### config.mk
export PLATFORM = sky130hd
export DESIGN_NAME = uart_tx
export DESIGN_NICKNAME = d
export VERILOG_FILES = /design/src/rtl/uart_tx.sv
export SDC_FILE = /design/constraint.sdc
export NUM_CORES = 1
export LEC_CHECK = 0
export CORE_AREA = 2 2 89 70
export DETAILED_ROUTE_END_ITERATION = 12
export DIE_AREA = 0 0 91 72
export GPL_TIMING_DRIVEN = 0
export PLACE_DENSITY_LB_ADDON = 0.05
export REMOVE_ABC_BUFFERS = 1
export SETUP_SLACK_MARGIN = 0.05
export SYNTH_ARGS = -nofsm -noshare
export SYNTH_HDL_FRONTEND = slang
export SYNTH_SLANG_ARGS = --single-unit
### constraint.sdc
create_clock -name clk -period 2.29 [get_ports clk]
set_input_delay 0.458 -clock clk [delete_from_list [all_inputs] [get_ports clk]]
set_output_delay 0.458 -clock clk [all_outputs]
set_load 0.01 [all_outputs]
### src/rtl/uart_tx.sv
// 8-bit UART transmitter: start bit, 8 data bits LSB first, optional parity, one stop bit.
// Every output is registered; tx_serial is computed from the next state so the line never glitches.
module uart_tx #(
   parameter int CLKS_PER_BIT = 434,
   parameter int PARITY_EN    = 0,
   parameter int PARITY_ODD   = 0
) (
   input  logic       clk,
   input  logic       rst,
   input  logic       tx_start,
   input  logic [7:0] tx_data,
   output logic       tx_busy,
   output logic       tx_done,
   output logic       tx_serial
);

   localparam int CNT_W = $clog2(CLKS_PER_BIT);
   localparam logic [CNT_W-1:0] CNT_MAX = CNT_W'(CLKS_PER_BIT - 1);

   typedef enum logic [2:0] {
      IDLE   = 3'd0,
      START  = 3'd1,
      DATA   = 3'd2,
      PARITY = 3'd3,
      STOP   = 3'd4
   } state_t;

   state_t           state_q, state_d;
   logic [CNT_W-1:0] cnt_q, cnt_d;
   logic [2:0]       idx_q, idx_d;
   logic [7:0]       shift_q, shift_d;
   logic             par_q, par_d;
   logic             serial_d, busy_d, done_d;
   logic             bit_end;

   assign bit_end = (cnt_q == CNT_MAX);

   // State register, including the registered outputs.
   always_ff @(posedge clk) begin
      if (rst) begin
         state_q   <= IDLE;
         cnt_q     <= '0;
         idx_q     <= '0;
         shift_q   <= '0;
         par_q     <= 1'b0;
         tx_serial <= 1'b1;
         tx_busy   <= 1'b0;
         tx_done   <= 1'b0;
      end else begin
         state_q   <= state_d;
         cnt_q     <= cnt_d;
         idx_q     <= idx_d;
         shift_q   <= shift_d;
         par_q     <= par_d;
         tx_serial <= serial_d;
         tx_busy   <= busy_d;
         tx_done   <= done_d;
      end
   end

   // Next-state logic.
   always_comb begin
      state_d = state_q;
      cnt_d   = cnt_q;
      idx_d   = idx_q;
      shift_d = shift_q;
      par_d   = par_q;
      if (state_q != IDLE) begin
         cnt_d = bit_end ? '0 : cnt_q + CNT_W'(1);
      end
      case (state_q)
         IDLE: begin
            if (tx_start) begin
               state_d = START;
               cnt_d   = '0;
               idx_d   = '0;
               shift_d = tx_data;
               // Parity is fixed at capture time since the shift register drains during DATA.
               par_d   = (^tx_data) ^ (PARITY_ODD != 0);
            end
         end
         START: begin
            if (bit_end) begin
               state_d = DATA;
               idx_d   = '0;
            end
         end
         DATA: begin
            if (bit_end) begin
               shift_d = {1'b0, shift_q[7:1]};
               if (idx_q == 3'd7) begin
                  state_d = (PARITY_EN != 0) ? PARITY : STOP;
               end else begin
                  idx_d = idx_q + 3'd1;
               end
            end
         end
         PARITY: begin
            if (bit_end) state_d = STOP;
         end
         STOP: begin
            if (bit_end) state_d = IDLE;
         end
         default: state_d = IDLE;
      endcase
   end

   // Output logic: values the registered outputs take in the next cycle.
   always_comb begin
      serial_d = 1'b1;
      busy_d   = (state_d != IDLE);
      done_d   = (state_q == STOP) && bit_end;
      case (state_d)
         IDLE:    serial_d = 1'b1;
         START:   serial_d = 1'b0;
         DATA:    serial_d = shift_d[0];
         PARITY:  serial_d = par_d;
         STOP:    serial_d = 1'b1;
         default: serial_d = 1'b1;
      endcase
   end

endmodule

==> metrics.csv <==
metric;value;unit
rows;24;
switching_share;0.253;
synth_top_cell_by_area;dfxtp_1;
fill_cells;637;
first_iter_violations;37;
grt_first_pass_wirelength;5.39;mm
power.leakage;0.579;nW
avgSynthCellArea;8.67;um2
ys_area;1380;um2
start_kind;register;
status;finished clean;
num-clock-buffers;4;
top_cell;dfxtp_1;
r2r_cells;7;
netlist_area;1380;um2
buffer_area_frac;0.0929;
io-pin-count;14;
clockBufferDepth;2;
fin_skew;6.37;ps
postCtsSetupBuffers;3;
worst_slew_pin_slew;1010;ps
crit_cells;7;
r2r-end;idx_q[0];
common_cells;dfxtp_1, a21oi_1, nor2_1, nand2_1;
postSynthCellCount;159;
layout-drive-gt1-share;0.0872;
flops;27;
placed_area;1580;um2
async_reset_ff_frac;0;
largest_register_ff_count;9;
hold_slack;460;ps
end_kind;register;
logic_family;simple AND/OR/NAND/NOR gates;
clkSinkCount;27;
seq_power_share;0.547;
cts_buffers;3;
drv_slew;0;
rr_startpoint;idx_q[0];
max_cap_viol_count;0;
antenna_left;0;
logic_area;792;um2
grt_max_degree;27;
worstPathArrival;2030;ps
edf_count;0;
combinationalPowerShare;0.156;
io_buffers;13;
crit_end;idx_q[0];
antenna_found_initial;0;
wl_met3;77;um
clock.fmax;526;MHz
clock_area_frac;0.0274;
routed.top_layer;met4;
taps;78;
tool_warnings;26;
crit_family;AND-OR/OR-AND gates;
cts_tree;done;
holdCritPathClass;reg2reg;
lay_top_count;dfxtp_1;
synth_flops;27;
dpl.hpwl;2.33;mm
simple_gate_area_frac;0.279;
xor_share;0.0445;
core;5650;um2
gp_congestion;0.751;
top_usage_layer;met1;
antenna_cells;0;
fin_crit_sh;0.830;
crit_type;reg2reg;
p_total;0.912;mW
top_register;cnt_q;
cts_hold_repair.buffers;0;
setup_viol;0;
worstSetupStartpoint;idx_q[0];
comb-cell-share;0.482;
clock_latency;270;ps
die-height;72;um
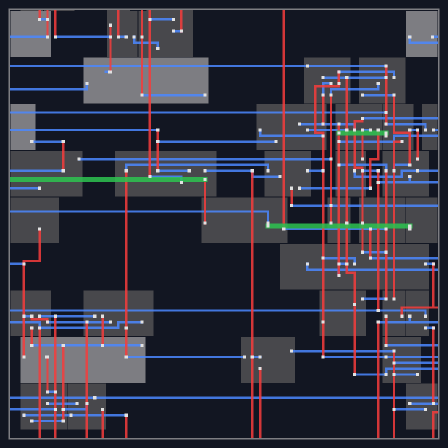
**Above:** a small window of the routed layout.
Region (33, 24) to (58, 49) um. Cells in gray, sequential cells in the stronger gray; small squares are vias.
legend:
  green:
    layer: met3
  red:
    layer: met2
  blue:
    layer: met1
cells with their middle in the window: 29
sequential cells in the window: 2
netlist names of flops here include: `cnt_q` (1), `shift_q` (1)

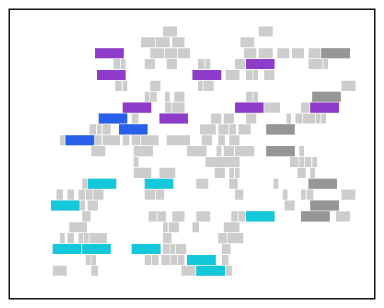
**Above:** where the registers sit.
Drawn at 4 px/um. Other sequential cells in the stronger gray, the rest of the logic in the fainter gray.
legend:
  cyan:
    name_in_the_netlist: `cnt_q`
    sequential_cells: 9
  purple:
    name_in_the_netlist: `shift_q`
    sequential_cells: 8
  blue:
    name_in_the_netlist: `idx_q`
    sequential_cells: 3
not colored: 7
seq pwr: 0.499 mW
Util after Layout: 0.291
sequential cell area share: 0.329
Flop area: 541 um2

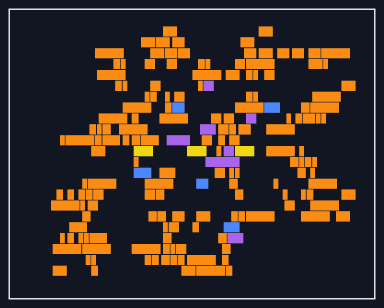
**Above:** cell sizes after repair.
Drawn at 4 px/um.
legend:
  blue:
    size: drive 2
    cells: 5
    share: 2.9%
  purple:
    size: drive 3 to 4
    cells: 7
    share: 4.1%
  yellow:
    size: drive 6 and up
    cells: 3
    share: 1.7%
  orange:
    size: drive 1 or less
    cells: 157
    share: 91%
P&R area growth vs syn: 19.1%
bufs w/o clock: 16
post-route setup slack: 388 ps
fin area: 1640 um2

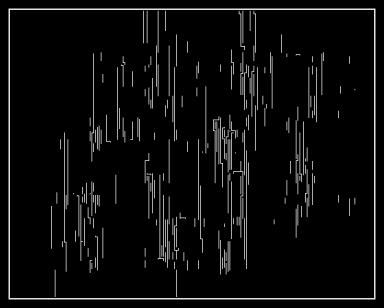
**Above:** met2 routing.
Drawn at 4 px/um.
wire length on this layer: 1,290 um
nets with wire on the layer: 143
share of all routed wire: 40%
Global Route met2 Usage: 0.152
routed vias: 1,149
Final Routed Wirelength: 3.21 mm

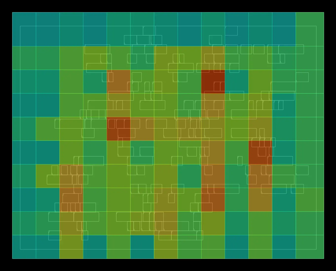
**Above:** routing congestion.
met3 GRT Util: 0.0312
Total GRT Usage: 0.104
wire length per cell: 12.8 um

No activity file was given, so power comes from the tool's default toggle rates.
